**Port wiring**

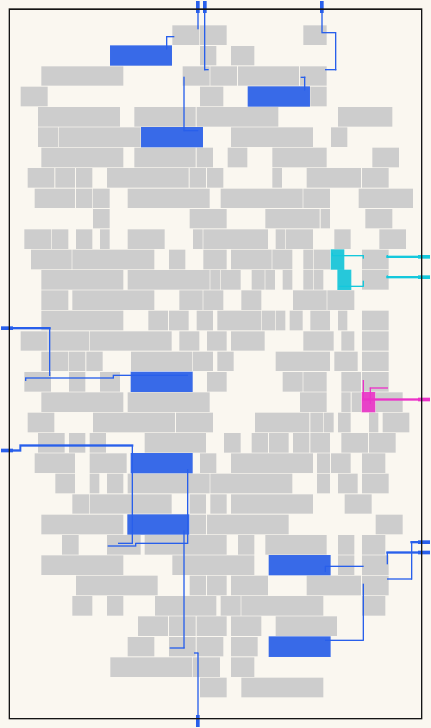
**Wiring heat map**

The bar under the picture is 20 microns long. 11 x 19 tiles, from dark purple (low) to yellow (high), scaled to the fullest tile. Values are wire area over tile area, all layers added.
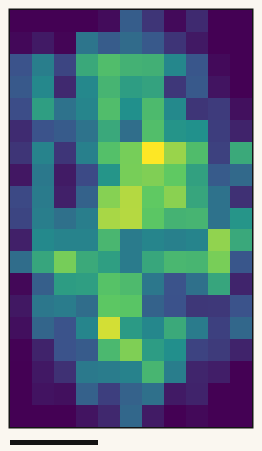
**Placed cells, one colour a class**

The bar under the picture is 20 microns long.
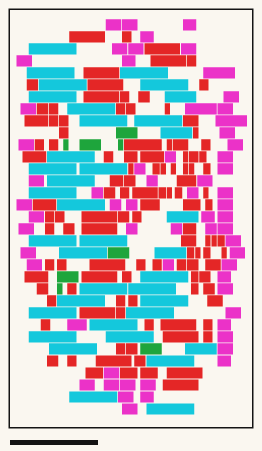
`config.mk`:
```
export PLATFORM = sky130hd
export DESIGN_NAME = mapper_context_seq_flat
export DESIGN_NICKNAME = d
export VERILOG_FILES = /design/src/rtl/mapper_pkg.sv /design/src/rtl/mapper_context_seq_if.sv /design/src/rtl/mapper_shadow_rf.sv /design/src/rtl/mapper_context_seq.sv /design/src/flat_wrapper.sv
export SDC_FILE = /design/constraint.sdc
export NUM_CORES = 1
export LEC_CHECK = 0
export CAP_MARGIN = 15
export CORE_ASPECT_RATIO = 1.75
export CORE_UTILIZATION = 45
export DETAILED_ROUTE_END_ITERATION = 12
export PLACE_DENSITY_LB_ADDON = 0.25
export RECOVER_POWER = 25
export SYNTH_ARGS = -nofsm -noshare
export SYNTH_HDL_FRONTEND = slang
export SYNTH_HIERARCHICAL = 1
export SYNTH_SLANG_ARGS = --single-unit
```
`constraint.sdc`:
```
create_clock -name clk -period 2.13 [get_ports clk]
set_input_delay 0.213 -clock clk [delete_from_list [all_inputs] [get_ports clk]]
set_output_delay 0.213 -clock clk [all_outputs]
set_load 0.005 [all_outputs]
```
`src/rtl/mapper_pkg.sv`:
```
// Shared encodings for the mapper context save/restore sequencer.
// Register indices double as the rd_sel / write_sel encoding used by the mapper.
package mapper_pkg;

  typedef enum logic [1:0] {
    ST_IDLE    = 2'd0,
    ST_SAVE    = 2'd1,
    ST_RWAIT   = 2'd2,
    ST_RESTORE = 2'd3
  } map_state_t;

  localparam logic [1:0] REG_A = 2'd3;
  localparam logic [1:0] REG_X = 2'd2;
  localparam logic [1:0] REG_Y = 2'd1;
  localparam logic [1:0] REG_Z = 2'd0;

endpackage

```
`src/rtl/mapper_context_seq_if.sv`:
```
// Bundle of the mapper-side and hypervisor-side signals of the context sequencer.
// slave = sequencer view, master = mapper/hypervisor view.
interface mapper_context_seq_if;

  logic       phi2;
  logic       map_busy;
  logic       save_req;
  logic       restore_req;
  logic [1:0] rd_sel;
  logic [7:0] map_reg_data;
  logic       load_user_reg;
  logic [1:0] write_sel;
  logic [7:0] write_data;
  logic [1:0] sh_sel;
  logic       sh_wr;
  logic [7:0] sh_wdata;
  logic [7:0] sh_rdata;
  logic       sh_ready;
  logic       busy;
  logic       done;

  modport slave (
    input  phi2, map_busy, save_req, restore_req, map_reg_data,
           sh_sel, sh_wr, sh_wdata,
    output rd_sel, load_user_reg, write_sel, write_data,
           sh_rdata, sh_ready, busy, done
  );

  modport master (
    output phi2, map_busy, save_req, restore_req, map_reg_data,
           sh_sel, sh_wr, sh_wdata,
    input  rd_sel, load_user_reg, write_sel, write_data,
           sh_rdata, sh_ready, busy, done
  );

endinterface

```
`src/rtl/mapper_shadow_rf.sv`:
```
// 4x8 shadow register file: one synchronous write port, two asynchronous read ports.
// Cleared by reset so a fresh hypervisor entry never restores stale contents.
module mapper_shadow_rf (
  input  logic       clk,
  input  logic       reset,
  input  logic       we,
  input  logic [1:0] wsel,
  input  logic [7:0] wdata,
  input  logic [1:0] rsel_a,
  output logic [7:0] rdata_a,
  input  logic [1:0] rsel_b,
  output logic [7:0] rdata_b
);

  logic [7:0] mem [4];

  always_ff @(posedge clk) begin
    if (reset) begin
      for (int i = 0; i < 4; i++) begin
        mem[i] <= 8'h00;
      end
    end else if (we) begin
      mem[wsel] <= wdata;
    end
  end

  assign rdata_a = mem[rsel_a];
  assign rdata_b = mem[rsel_b];

endmodule

```
`src/rtl/mapper_context_seq.sv`:
```
// Saves the user MAP A/X/Y/Z registers into a shadow file on hypervisor entry and
// writes them back on exit, one register per step, never while a MAP is in flight.
module mapper_context_seq
  import mapper_pkg::*;
#(
  parameter bit STEP_ON_PHI2 = 1'b1
) (
  input logic                 clk,
  input logic                 reset,
  mapper_context_seq_if.slave bus
);

  map_state_t state, state_next;
  logic [1:0] idx, idx_next;
  logic       done_flag, done_next;
  logic       step;
  logic       sh_ready;
  logic       save_we;
  logic       rf_we;
  logic [1:0] rf_wsel;
  logic [7:0] rf_wdata;
  logic [7:0] rf_rdata_a;
  logic [7:0] rf_rdata_b;

  assign step     = STEP_ON_PHI2 ? bus.phi2 : 1'b1;
  assign sh_ready = (state == ST_IDLE) || (state == ST_RWAIT);

  // The save path and hypervisor writes never collide: sh_ready is low during SAVE.
  assign rf_we    = save_we | (bus.sh_wr & sh_ready);
  assign rf_wsel  = save_we ? idx : bus.sh_sel;
  assign rf_wdata = save_we ? bus.map_reg_data : bus.sh_wdata;

  mapper_shadow_rf u_shadow (
    .clk     (clk),
    .reset   (reset),
    .we      (rf_we),
    .wsel    (rf_wsel),
    .wdata   (rf_wdata),
    .rsel_a  (bus.sh_sel),
    .rdata_a (rf_rdata_a),
    .rsel_b  (idx),
    .rdata_b (rf_rdata_b)
  );

  always_ff @(posedge clk) begin
    if (reset) begin
      state     <= ST_IDLE;
      idx       <= REG_A;
      done_flag <= 1'b0;
    end else begin
      state     <= state_next;
      idx       <= idx_next;
      done_flag <= done_next;
    end
  end

  always_comb begin
    state_next        = state;
    idx_next          = idx;
    done_next         = 1'b0;
    save_we           = 1'b0;
    bus.rd_sel        = 2'd0;
    bus.load_user_reg = 1'b0;
    bus.write_sel     = 2'd0;
    bus.write_data    = 8'h00;

    case (state)
      ST_IDLE: begin
        // Save has priority; a simultaneous restore request is dropped.
        if (bus.save_req) begin
          state_next = ST_SAVE;
          idx_next   = REG_A;
        end else if (bus.restore_req) begin
          state_next = ST_RWAIT;
        end
      end

      ST_SAVE: begin
        bus.rd_sel = idx;
        if (step) begin
          save_we = 1'b1;
          if (idx == REG_Z) begin
            state_next = ST_IDLE;
            idx_next   = REG_A;
            done_next  = 1'b1;
          end else begin
            idx_next = idx - 2'd1;
          end
        end
      end

      ST_RWAIT: begin
        if (step && !bus.map_busy) begin
          state_next = ST_RESTORE;
          idx_next   = REG_A;
        end
      end

      ST_RESTORE: begin
        bus.write_sel  = idx;
        bus.write_data = rf_rdata_b;
        // A blocked step simply holds idx, so nothing is repeated or skipped.
        if (step && !bus.map_busy) begin
          bus.load_user_reg = 1'b1;
          if (idx == REG_Z) begin
            state_next = ST_IDLE;
            idx_next   = REG_A;
            done_next  = 1'b1;
          end else begin
            idx_next = idx - 2'd1;
          end
        end
      end

      default: begin
        state_next = ST_IDLE;
        idx_next   = REG_A;
      end
    endcase
  end

  assign bus.busy     = (state != ST_IDLE);
  assign bus.done     = done_flag;
  assign bus.sh_ready = sh_ready;
  assign bus.sh_rdata = rf_rdata_a;

endmodule
```
`src/flat_wrapper.sv`:
```
// flat-port wrapper written by rule: the top's interface ports become plain ports
module mapper_context_seq_flat import mapper_pkg::*;
#(
  parameter bit STEP_ON_PHI2 = 1'b1
)
  (clk, reset, bus_phi2, bus_map_busy, bus_save_req, bus_restore_req, bus_map_reg_data, bus_sh_sel, bus_sh_wr, bus_sh_wdata, bus_rd_sel, bus_load_user_reg, bus_write_sel, bus_write_data, bus_sh_rdata, bus_sh_ready, bus_busy, bus_done);
  mapper_context_seq_if bus_i ();
  input logic clk;
  input logic reset;
  input wire logic [$bits(bus_i.phi2)-1:0] bus_phi2;
  input wire logic [$bits(bus_i.map_busy)-1:0] bus_map_busy;
  input wire logic [$bits(bus_i.save_req)-1:0] bus_save_req;
  input wire logic [$bits(bus_i.restore_req)-1:0] bus_restore_req;
  input wire logic [$bits(bus_i.map_reg_data)-1:0] bus_map_reg_data;
  input wire logic [$bits(bus_i.sh_sel)-1:0] bus_sh_sel;
  input wire logic [$bits(bus_i.sh_wr)-1:0] bus_sh_wr;
  input wire logic [$bits(bus_i.sh_wdata)-1:0] bus_sh_wdata;
  output wire logic [$bits(bus_i.rd_sel)-1:0] bus_rd_sel;
  output wire logic [$bits(bus_i.load_user_reg)-1:0] bus_load_user_reg;
  output wire logic [$bits(bus_i.write_sel)-1:0] bus_write_sel;
  output wire logic [$bits(bus_i.write_data)-1:0] bus_write_data;
  output wire logic [$bits(bus_i.sh_rdata)-1:0] bus_sh_rdata;
  output wire logic [$bits(bus_i.sh_ready)-1:0] bus_sh_ready;
  output wire logic [$bits(bus_i.busy)-1:0] bus_busy;
  output wire logic [$bits(bus_i.done)-1:0] bus_done;
  assign bus_i.phi2 = bus_phi2;
  assign bus_i.map_busy = bus_map_busy;
  assign bus_i.save_req = bus_save_req;
  assign bus_i.restore_req = bus_restore_req;
  assign bus_i.map_reg_data = bus_map_reg_data;
  assign bus_i.sh_sel = bus_sh_sel;
  assign bus_i.sh_wr = bus_sh_wr;
  assign bus_i.sh_wdata = bus_sh_wdata;
  assign bus_rd_sel = bus_i.rd_sel;
  assign bus_load_user_reg = bus_i.load_user_reg;
  assign bus_write_sel = bus_i.write_sel;
  assign bus_write_data = bus_i.write_data;
  assign bus_sh_rdata = bus_i.sh_rdata;
  assign bus_sh_ready = bus_i.sh_ready;
  assign bus_busy = bus_i.busy;
  assign bus_done = bus_i.done;
  mapper_context_seq #(.STEP_ON_PHI2(STEP_ON_PHI2)) u_core (.clk(clk), .reset(reset), .bus(bus_i));
endmodule
```
==> impl_metrics.json <==
{
  "first_pass_iters": 4,
  "start_kind": "input port",
  "hpwlAfterDp_microns": 3776,
  "antenna_left": 0,
  "dp_slack_ns": 0.02232,
  "highest_layer": "met4",
  "min_to": "u_core/state[1]",
  "cap_violations": 0,
  "drive_gt1_frac": 0.2579,
  "crit_slowest_cell": "clkdlybuf4s50_1",
  "grt_use_met2": 0.4277,
  "maxSlewHeadroom": 0.5211,
  "met1_length_microns": 1899,
  "cpMostUsedCell": "clkdlybuf4s50_1",
  "clock-sinks": 37,
  "drtIter0Drc": 58,
  "worst_r2r_path_depth": 4,
  "min_path_cells": 3,
  "period_needed_ns": 2.078,
  "cp_cell_sequence": "clkdlybuf4s50_1 -> buf_12 -> mux4_2 -> clkdlybuf4s50_1",
  "cts_max_level": 2,
  "met3_usage": 0.03704,
  "synth_flop_count": 37,
  "worst_pin_slew_ns": 0.7109,
  "max-vdd-ir-drop_mv": 0.4647,
  "placed_area_sq_um": 2824,
  "hold_violations": 0,
  "ys_cells": 160,
  "drv_slew": 0,
  "startpoint": "bus_sh_sel[0]",
  "min_from": "bus_restore_req",
  "wl_met3_microns": 235,
  "ys_sh_aoi": 0.03641,
  "synth-adder-area-share": 0.005688,
  "fp_nets": 186,
  "worstReg2RegEnd": "u_core/u_shadow/mem[2][0]",
  "fin_cells": 273,
  "vias_per_cell": 5.678,
  "yosysWarnings": 6,
  "critPathMaxFanout": 9,
  "io_pins": 49,
  "cts_max_path_buffers": 2,
  "post_cts_buffers": 0,
  "cts_resized": 9,
  "most-common-layout-cells": "clkdlybuf4s50_1, edfxtp_1, and2_1, mux4_2, buf_4",
  "slowest_delay_ns": 0.51,
  "die_area_sq_um": 5183,
  "avgRoutedWirePerCell_microns": 18.89,
  "die_y_microns": 94.49,
  "antenna_found_initial": 0,
  "r2r-start": "u_core/state[0]",
  "syn-cell-area_sq_um": 2200,
  "holdBufCountCts": 0,
  "fmax_mhz": 481.1,
  "cp_data_arrival_time_ns": 1.87,
  "xor_share": 0,
  "setup_ws_ns": 0.05154,
  "cts_buffers": 5,
  "grt_pass1_vias": 1654,
  "status": "finished, final reports clean",
  "portBuffers": 48,
  "clk_pin_slew_ns": 0.07,
  "worstSetupPathType": "in -> out",
  "diodes": 0
}
-- 'port wiring' (at the start) --
bus_rd_sel -> cyan  # bits 2, direction output, edge east, end cells 2, wire 17.2 microns
bus_sh_rdata -> blue  # bits 8, direction output, edge 3 north, 2 east, 2 west, 1 south, end cells 8, wire 180 microns
bus_restore_req -> magenta  # bits 1, direction input, edge east, end cells 1, wire 14.2 microns

-- 'wiring heat map' (at the start) --
nearly empty tiles = 11%
densest ninth of the die = centre
tiles over half the peak = 29%
mean over tiles = 0.16
fullest tile = 0.44

-- 'placed cells, one colour a class' (at the start) --
remaining buffers and delay cells -> magenta  # cells 62, share of their area 22%
sequential cells -> cyan  # cells 37, share of their area 38%
combinational and other logic -> red  # cells 114, share of their area 38%
clock drivers and dummy loads -> green  # cells 8, share of their area 2.8%

==> where the power goes <==
group	leakage [nW]	switching, mW	internal (mW)
logic	0.805	0.167	0.237
clock network	0.0399	0.228	0.228
registers	0.376	0.0287	0.849
==> Yosys cell counts <==
master | count | area, sq um
and2b_2 | 1 | 8.760
o21bai_1 | 2 | 15.01
nand3b_1 | 1 | 7.510
edfxtp_1 | 32 | 960.9
clkbuf_2 | 2 | 10.01
nand2_1 | 4 | 15.01
and4b_1 | 2 | 20.02
buf_2 | 1 | 5.000
nor2_1 | 5 | 18.77
ha_1 | 1 | 12.51
nand4b_1 | 1 | 8.760
nor4_1 | 1 | 6.260
mux2i_1 | 3 | 30.03
nand2b_1 | 1 | 6.260
inv_2 | 1 | 3.750
and2_2 | 8 | 60.06
nor4b_4 | 1 | 23.77
o21ai_1 | 1 | 5.000
and4bb_4 | 2 | 32.53
mux2_4 | 5 | 75.07
dfxtp_1 | 5 | 100.1
o21ai_0 | 4 | 20.02
nor3b_1 | 1 | 7.510
and3_1 | 10 | 62.56
mux2_2 | 3 | 33.78
buf_4 | 1 | 7.510
a22oi_1 | 1 | 7.510
nor3_1 | 3 | 15.01
a21oi_1 | 3 | 15.01
nand3b_2 | 1 | 11.26
clkbuf_1 | 2 | 7.510
buf_6 | 3 | 33.78
and2_1 | 25 | 156.4
mux4_2 | 16 | 360.4
a31o_2 | 2 | 17.52
inv_1 | 5 | 18.77
==> flip-flops by register name (all words and copies together) (netlist names) <==
register             flops
u_core/bus.done          1
u_core/idx               2
u_core/state             2
u_core/u_shadow/mem     32
==> final cells by class <==
cell class / count / area share
multi-input combinational: 108 / 0.3622
inverter: 6 / 0.007789
clock inverter: 1 / 0.001298
clock buffer: 7 / 0.02640
sequential: 37 / 0.3669
tap: 52 / 0.02250
timing repair buffer: 62 / 0.2129
Power figures rest on the tool's default switching activity, not on a simulated workload.
